Design spi_flash_responder, sky130hd; sources not shown.
==> images/congestion.png <==
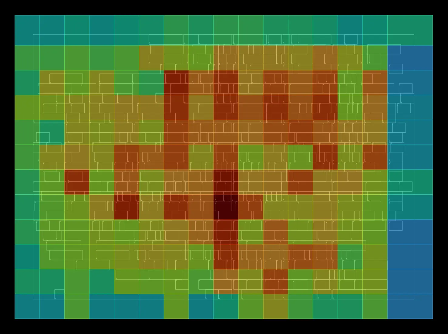
overall track demand over capacity in global routing: 23.9%
busiest layer in global routing: met2
global-route met3 utilization: 7.20%
post-layout util: 71.7%
GR Util met2: 36.4%

==> images/wires.png <==
Bar = 20 um.
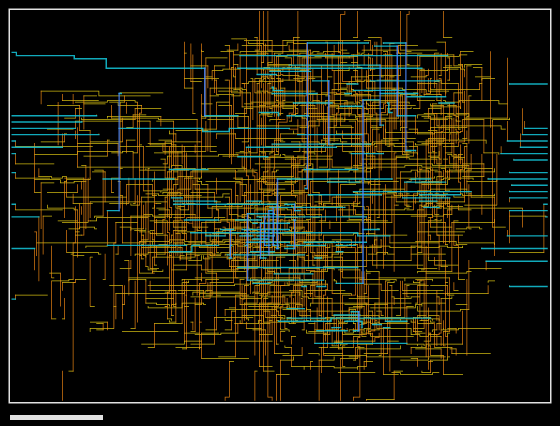
color	layer	wire length
cyan	metal 3	1220 um
orange	metal 2	5100 um
yellow	metal 1	4600 um
blue	metal 4	249 um
number of vias in the routed layout: 3704
overall routed net length: 11.2 mm
WL/cell: 19.7 um

==> run summary <==
Results of the run.

The run finished with clean final reports. The area share of the largest cell type after synthesis is 50.3%. The main flop type after synthesis is sky130_fd_sc_hd__dfrtp_1.

The number of max-slew violations in the final report is 0. The ratio of routed vias to standard cells is 6.53. The transition time at the pin with the least slew margin is 0.931 ns. The prevailing logic family in the synthesized netlist is simple AND/OR/NAND/NOR gates.

The post-synth tally of flip-flops with integrated enable is 0. The per-instance average area after synthesis is 11.2 um2. The cell count in the Yosys report is 421. The synthesis log from Yosys contains 0 warnings.

The final setup slack of the worst path is 2.40 ns. The combinational group share of total power is 8.6%. The leakage dissipation is 0.00239 uW.

The TritonCTS sink count is 98. Per the OpenROAD floorplan log, the width of the die is 116 um. Summing the areas of all and, or, nand and nor instances in the mapped netlist gives 17.5% of the synthesized area.

The total area of multi-input combinational cells is 2110 um2. The clock tree synthesis step divided the H-tree into 3 levels. Detailed placement ended at an HPWL of 7.42 mm.

Summing the areas of all xor and xnor instances in the mapped netlist gives 2.78% of the synthesized area. Along the critical path, the tally of buffer and inverter instances is 1. After filler insertion, the fill cell instance count of the layout stands at 514.

Combinational cells consume a total of 127 uW. The max-slew check reports its worst relative slack as 38.0%. The design draws 1490 uW. Subtracting the final worst setup slack from the clock period gives 3.55 ns. The worst-path cell with the longest stage delay is sky130_fd_sc_hd__clkdlybuf4s50_1. As reported, the later end of the worst-skew pair has a clock insertion delay of 0.34 ns.

The class of the most critical setup path is flip-flop to output pin. The longest individual stage delay on the worst path is 0.55 ns. Final hold analysis gives a worst-case slack of 0.352 ns.

No sink is reached through more buffers than the 2 on the longest clock path. Net switching is 25.0% of the power. The core footprint is 7770 um2.

The post-CTS resize count is 0. Traced cell by cell, the critical path runs through or3b_1 -> nor2_1 -> clkdlybuf4s50_1. Registers are responsible for 50.2% of the overall power.

Setup repair after global routing left no endpoint under its margin. The number of global-route vias before repair was 3639. Entering global routing, the biggest net connects 76 pins. Across the routed clock network, the largest skew measured is 0.00443 ns. Between the synthesized netlist and the finished layout, the area growth was recorded as 17.8%. Summing over the stages, the warning tally comes to 31. Data arrives at the worst endpoint at 2.07 ns. The fraction of final layout cells with drive strength greater than 1 is 15.2%. The net switching power is 372 uW. Counting distinct cell types in the post-synthesis netlist gives 59. The number of antenna violations at the first check in global routing is 0.

Summing the sequential cell areas from Yosys gives 52.0% of the chip area. The final cell count without fillers is 567. The TritonCTS clock tree is built. The internal power is 1120 uW. Including well taps, the total number of placed cells is 551. The count of endpoints failing hold in the final timing report is 0. The maximum net fanout on the critical path is 10. The routed layout reports a DRC error count of 0.

The detailed router finished its first iteration with 421 violations. The first global-routing pass estimated 18.7 mm of wire. The share of the cycle needed by the critical path after routing is 59.7%. The master cell of the clock root buffer is sky130_fd_sc_hd__clkbuf_16. The highest clock rate this design can be run at is 281 MHz. The area taken by sequential standard cells is reported as 2460 um2. The placement row count is 27. The total clock buffers created by CTS is 9. The critical path's top delay family is simple AND/OR/NAND/NOR gates. The final cell area excluding filler cells is 5570 um2. The I/O pin count is 51.

For the clock group, total power comes out at 613 uW. The cell-mix breakdown from Yosys lists the adder-cell area share as 2.65%. The placement stage leaves a total instance area of 5250 um2. For this run the top cell type by instance count after synthesis was sky130_fd_sc_hd__dfrtp_1. The flip-flop count of the largest register after layout is 24. Per the post-place timing report, worst setup slack is 2.32 ns. Counting every instance in the synthesized netlist gives 421. The total die size is 9780 um2.

After global routing the overflow that remains totals 0.
[cells by family after synthesis]
| kind of cell | count (synthesis) |
|---|---|
| other | 1 |
| adders and majority gates | 10 |
| xor gates and xnor gates | 15 |
| buffers and inverters | 36 |
| AOI/OAI and AO/OA | 66 |
| muxes | 51 |
| and+or+nand+nor | 144 |
| DFF | 98 |
[cell type report]
| cell class | count | share of cell area [%] |
|---|---|---|
| multi-input combinational | 287 | 37.9 |
| timing repair buffer | 51 | 9.07 |
| sequential | 98 | 44.1 |
| tap | 101 | 2.27 |
| inverter | 14 | 0.943 |
| clock buffer | 10 | 4.11 |
| clock inverter | 6 | 1.62 |
[layout by cell type (no fill, tap or decap), types with 7 or more instances in the layout]
master                            Yosys  routed
sky130_fd_sc_hd__a21oi_1             14      14
sky130_fd_sc_hd__a22o_1               8       8
sky130_fd_sc_hd__a31oi_1             10      10
sky130_fd_sc_hd__clkbuf_16            0       9
sky130_fd_sc_hd__clkdlybuf4s50_1      0      49
sky130_fd_sc_hd__dfrtp_1             95      95
sky130_fd_sc_hd__ha_1                10      10
sky130_fd_sc_hd__inv_1               14      14
sky130_fd_sc_hd__mux2_2              41      41
sky130_fd_sc_hd__nand2_1             24      24
sky130_fd_sc_hd__nand2b_1            10      10
sky130_fd_sc_hd__nand3_1              8       8
sky130_fd_sc_hd__nor2_1              19      19
sky130_fd_sc_hd__nor3_1              29      29
sky130_fd_sc_hd__nor4_1               7       7
sky130_fd_sc_hd__o21ai_0              8       8
sky130_fd_sc_hd__o31ai_1             10      10
sky130_fd_sc_hd__or3_1                9       9
sky130_fd_sc_hd__or4_1                7       7
sky130_fd_sc_hd__xnor2_1             15      15
[metal layers]
metal	track usage, %	part of all wire, %
met2	36.4	46
met3	7.20	11
met5	0	0
met4	6.74	2.2
met1	33.5	41
Power and IR drop assume default switching activity.
